$ cat src/rtl/width_trim_destruct_if.sv
// -----------------------------------------------------------------------------
// width_trim_destruct_if
// Bundles the wide write side and the narrow read side of the width splitter.
//
// Signals:
//   wr_data  [DSIZE*NSIZE] wide word, lane k = bits [k*DSIZE +: DSIZE]
//   wr_vld                 wide word valid
//   wr_ready               splitter can take a word this cycle
//   wr_last                word closes the packet
//   wr_cnt   [CSIZE]       valid lanes in a last word (0 = all NSIZE lanes)
//   rd_data  [DSIZE]       current narrow lane
//   rd_vld                 narrow lane valid
//   rd_ready               consumer takes the lane
//   rd_last                lane is the final valid lane of the packet
//
// Modports:
//   slave  - the splitter itself (consumes wr_*, produces rd_*)
//   master - the surrounding environment (produces wr_*, consumes rd_*)
// -----------------------------------------------------------------------------
interface width_trim_destruct_if #(
    parameter int DSIZE = 8,
    parameter int NSIZE = 4
);
    localparam int CSIZE = $clog2(NSIZE);
    localparam int WSIZE = DSIZE * NSIZE;

    logic [WSIZE-1:0] wr_data;
    logic             wr_vld;
    logic             wr_ready;
    logic             wr_last;
    logic [CSIZE-1:0] wr_cnt;
    logic [DSIZE-1:0] rd_data;
    logic             rd_vld;
    logic             rd_ready;
    logic             rd_last;

    modport slave (
        input  wr_data,
        input  wr_vld,
        output wr_ready,
        input  wr_last,
        input  wr_cnt,
        output rd_data,
        output rd_vld,
        input  rd_ready,
        output rd_last
    );

    modport master (
        output wr_data,
        output wr_vld,
        input  wr_ready,
        output wr_last,
        output wr_cnt,
        input  rd_data,
        input  rd_vld,
        output rd_ready,
        input  rd_last
    );
endinterface

$ cat src/rtl/width_trim_destruct.sv
// -----------------------------------------------------------------------------
// width_trim_destruct
// Wide-to-narrow stream splitter. Each accepted DSIZE*NSIZE-bit word is
// replayed as NSIZE DSIZE-bit lanes, lowest lane first. On the last word of
// a packet only the first wr_cnt lanes are replayed (wr_cnt = 0 means all of
// them); the remaining pad lanes are dropped without ever being presented.
//
// Ports:
//   clock  - system clock, rising edge
//   rst_n  - synchronous active-low reset
//   bus    - width_trim_destruct_if.slave (wr_* in, rd_* out, see interface)
//
// The read side (rd_data, rd_vld, rd_last) comes straight from flops. Only
// wr_ready is combinational: it looks at rd_ready so that a new word can be
// loaded in the same cycle the last lane of the previous word leaves.
// -----------------------------------------------------------------------------
module width_trim_destruct #(
    parameter int DSIZE = 8,
    parameter int NSIZE = 4
) (
    input  logic                  clock,
    input  logic                  rst_n,
    width_trim_destruct_if.slave  bus
);
    localparam int CSIZE = $clog2(NSIZE);
    localparam int WSIZE = DSIZE * NSIZE;

    typedef enum logic {
        EMPTY = 1'b0,
        SEND  = 1'b1
    } state_t;

    state_t           state_r;
    logic [CSIZE-1:0] lane_r;
    logic [CSIZE-1:0] end_lane_r;
    logic             held_last_r;
    logic [WSIZE-1:0] hold_r;
    logic [DSIZE-1:0] rd_data_r;
    logic             rd_last_r;

    logic             full_s;
    logic             at_end_s;
    logic             wr_ready_s;
    logic             wr_acc_s;
    logic             rd_xfer_s;
    logic             word_done_s;
    logic [CSIZE-1:0] end_lane_in_s;
    logic [CSIZE-1:0] lane_next_s;

    // Pick lane idx out of a wide word.
    function automatic logic [DSIZE-1:0] lane_sel(
        input logic [WSIZE-1:0] word,
        input logic [CSIZE-1:0] idx
    );
        lane_sel = DSIZE'(word >> (32'(idx) * DSIZE));
    endfunction

    // Handshake decode and index of the last lane an incoming word will emit.
    always_comb begin
        full_s      = (state_r == SEND);
        at_end_s    = (lane_r == end_lane_r);
        lane_next_s = lane_r + CSIZE'(1);
        // wr_ready stays low through reset so nothing is taken while flops clear.
        if (!rst_n) begin
            wr_ready_s = 1'b0;
        end else if (!full_s) begin
            wr_ready_s = 1'b1;
        end else begin
            wr_ready_s = bus.rd_ready && at_end_s;
        end
        wr_acc_s    = bus.wr_vld && wr_ready_s;
        rd_xfer_s   = full_s && bus.rd_ready;
        word_done_s = rd_xfer_s && at_end_s;
        // wr_cnt only trims a last word; 0 on a last word still means "all lanes".
        if (bus.wr_last && (bus.wr_cnt != {CSIZE{1'b0}})) begin
            end_lane_in_s = bus.wr_cnt - CSIZE'(1);
        end else begin
            end_lane_in_s = CSIZE'(NSIZE - 1);
        end
    end

    // Splitter FSM: word load, lane stepping and registered read-side outputs.
    always_ff @(posedge clock) begin
        if (!rst_n) begin
            state_r     <= EMPTY;
            lane_r      <= {CSIZE{1'b0}};
            end_lane_r  <= {CSIZE{1'b0}};
            held_last_r <= 1'b0;
            hold_r      <= {WSIZE{1'b0}};
            rd_data_r   <= {DSIZE{1'b0}};
            rd_last_r   <= 1'b0;
        end else begin
            case (state_r)
                EMPTY: begin
                    if (wr_acc_s) begin
                        state_r     <= SEND;
                        lane_r      <= {CSIZE{1'b0}};
                        end_lane_r  <= end_lane_in_s;
                        held_last_r <= bus.wr_last;
                        hold_r      <= bus.wr_data;
                        rd_data_r   <= bus.wr_data[DSIZE-1:0];
                        rd_last_r   <= bus.wr_last && (end_lane_in_s == {CSIZE{1'b0}});
                    end else begin
                        state_r <= EMPTY;
                    end
                end
                SEND: begin
                    if (wr_acc_s) begin
                        // Last lane leaves while the next word arrives: reload in place.
                        state_r     <= SEND;
                        lane_r      <= {CSIZE{1'b0}};
                        end_lane_r  <= end_lane_in_s;
                        held_last_r <= bus.wr_last;
                        hold_r      <= bus.wr_data;
                        rd_data_r   <= bus.wr_data[DSIZE-1:0];
                        rd_last_r   <= bus.wr_last && (end_lane_in_s == {CSIZE{1'b0}});
                    end else if (word_done_s) begin
                        // Lanes past end_lane are pad and are simply never shown.
                        state_r   <= EMPTY;
                        rd_last_r <= 1'b0;
                    end else if (rd_xfer_s) begin
                        lane_r    <= lane_next_s;
                        rd_data_r <= lane_sel(hold_r, lane_next_s);
                        rd_last_r <= held_last_r && (lane_next_s == end_lane_r);
                    end else begin
                        // Consumer stalled: everything holds.
                        state_r <= SEND;
                    end
                end
                default: begin
                    state_r   <= EMPTY;
                    rd_last_r <= 1'b0;
                end
            endcase
        end
    end

    assign bus.wr_ready = wr_ready_s;
    assign bus.rd_vld   = full_s;
    assign bus.rd_data  = rd_data_r;
    assign bus.rd_last  = rd_last_r;

endmodule

$ cat src/flat_wrapper.sv
// flat-port wrapper written by rule: the top's interface ports become plain ports
module width_trim_destruct_flat 
#(
    parameter int DSIZE = 8,
    parameter int NSIZE = 4
)
  (clock, rst_n, bus_wr_data, bus_wr_vld, bus_wr_ready, bus_wr_last, bus_wr_cnt, bus_rd_data, bus_rd_vld, bus_rd_ready, bus_rd_last);
  width_trim_destruct_if #(.DSIZE(DSIZE), .NSIZE(NSIZE)) bus_i ();
  input  logic clock;
  input  logic rst_n;
  input wire logic [$bits(bus_i.wr_data)-1:0] bus_wr_data;
  input wire logic [$bits(bus_i.wr_vld)-1:0] bus_wr_vld;
  output wire logic [$bits(bus_i.wr_ready)-1:0] bus_wr_ready;
  input wire logic [$bits(bus_i.wr_last)-1:0] bus_wr_last;
  input wire logic [$bits(bus_i.wr_cnt)-1:0] bus_wr_cnt;
  output wire logic [$bits(bus_i.rd_data)-1:0] bus_rd_data;
  output wire logic [$bits(bus_i.rd_vld)-1:0] bus_rd_vld;
  input wire logic [$bits(bus_i.rd_ready)-1:0] bus_rd_ready;
  output wire logic [$bits(bus_i.rd_last)-1:0] bus_rd_last;
  assign bus_i.wr_data = bus_wr_data;
  assign bus_i.wr_vld = bus_wr_vld;
  assign bus_wr_ready = bus_i.wr_ready;
  assign bus_i.wr_last = bus_wr_last;
  assign bus_i.wr_cnt = bus_wr_cnt;
  assign bus_rd_data = bus_i.rd_data;
  assign bus_rd_vld = bus_i.rd_vld;
  assign bus_i.rd_ready = bus_rd_ready;
  assign bus_rd_last = bus_i.rd_last;
  width_trim_destruct #(.DSIZE(DSIZE), .NSIZE(NSIZE)) u_core (.clock(clock), .rst_n(rst_n), .bus(bus_i));
endmodule
$ cat config.mk
export PLATFORM = sky130hd
export DESIGN_NAME = width_trim_destruct_flat
export DESIGN_NICKNAME = d
export VERILOG_FILES = /design/src/rtl/width_trim_destruct_if.sv /design/src/rtl/width_trim_destruct.sv /design/src/flat_wrapper.sv
export SDC_FILE = /design/constraint.sdc
export NUM_CORES = 1
export LEC_CHECK = 0
export ABC_AREA = 1
export CORE_MARGIN = 1
export CORE_UTILIZATION = 50
export CTS_BUF_LIST = sky130_fd_sc_hd__clkbuf_8
export DETAILED_ROUTE_END_ITERATION = 12
export PLACE_DENSITY_LB_ADDON = 0.08
export SYNTH_ARGS = -nofsm -noshare
export SYNTH_HDL_FRONTEND = slang
export SYNTH_SLANG_ARGS = --single-unit
$ cat constraint.sdc
create_clock -name clock -period 3.1 [get_ports clock]
set_clock_uncertainty 0.1 [all_clocks]
set_input_delay 0.62 -clock clock [delete_from_list [all_inputs] [get_ports clock]]
set_output_delay 0.62 -clock clock [all_outputs]
set_load 0.005 [all_outputs]
==> results.txt <==
Main metrics from the flow reports.

The maximum clock rate came out at 0.346 GHz. The slew of the pin with the lowest slew margin is 0.374 ns. The total placed cells including tap cells came out at 394. The flow ran to the end, and the final reports show no timing, DRC or antenna violations.

After clock tree synthesis, the setup repair step added 0 buffers. Grouping stages by cell kind, the critical path spends the most delay in buffers and inverters. The layout contains a multi-input combinational cell count of 201. The DRC violations left came out at 0.

The worst endpoint required time is 2.38 ns. Per the skew report, the later register of the worst-skew pair sees a clock latency of 0.30 ns. The detailed-placement wirelength estimate came out at 3690 um.

OpenROAD emitted warnings numbering 26. The power in sequential cells is 688 uW. The number of clock buffers in the layout is 6. Per the OpenROAD power report, leakage power amounts to 1.25 nW. For the worst min-delay path, the startpoint reported by OpenROAD is u_core.hold_r[25].

The largest stage delay on the critical path is 0.55 ns. The worst setup slack after placement is 0.212 ns. The maximum number of pins on one net before global-route repair is 29.

Sorting the Yosys area breakdown by cell type puts at the top sky130_fd_sc_hd__dfxtp_1. The clock period could shrink to 2.89 ns. The area of placed instances is 2690 um2. The detailed-routing wirelength on met1 is 2270 um. After synthesis, the cell types taking the most area are sky130_fd_sc_hd__dfxtp_1, sky130_fd_sc_hd__nand2_1, sky130_fd_sc_hd__nand3_1, sky130_fd_sc_hd__inv_1, sky130_fd_sc_hd__a21oi_1. The total power draw came out at 1.35 mW.

After synthesis, the mean cell area works out to 7.16 um2. The combinational share of power is 21.5%. The worst setup path is captured at a primary output. The net total in the final layout is 391. The post-synth tally of flip-flops with integrated enable came out at 0. The clock group power is 373 uW. For reference, the final report shows the hold violation count at 0. The unique cell type count in the Yosys netlist came out at 27.

The fraction of the mapped netlist area in adder cells came out at 0.575%. The initial antenna violation count came out at 0. Per the OpenROAD power report, switching power amounts to 382 uW.

The switching power as a share of total power is 28.3%.
Fig. 1: drive-strength map
(6 px per um)
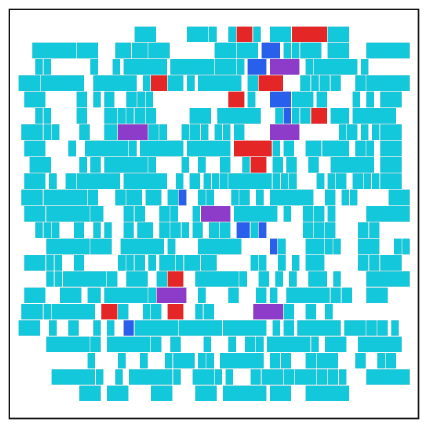
- blue: x2 (cells 9)
- red: x3 and x4 (cells 11)
- purple: x6 and larger (cells 6)
- cyan: x1 and smaller (cells 325)
non-clock buffer total of the final layout: 57
worst setup margin: 0.211 ns
area grow syn2layout: 27.6%

Fig. 2: placement view
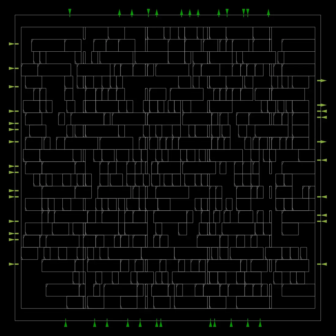
filler cell count in the final layout: 369
number of flip-flops and latches: 47
sequential fraction of total cell area: 33.9%
core occupancy in the finished layout: 67.9%

Fig. 3: wires at chosen ports, followed through buffers
(6 px per um)
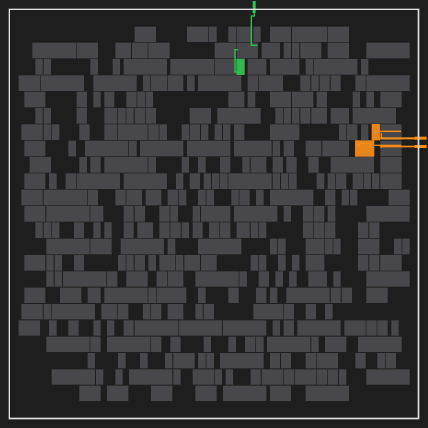
- green: bus_wr_ready (direction output; end cells 1; buffers 1; wire 12.3 um)
- orange: bus_wr_cnt (direction input; end cells 3; buffers 2; wire 25.6 um)
IO Pins: 50
number of port buffers: 49

No activity file was given, so power comes from the tool's default toggle rates.
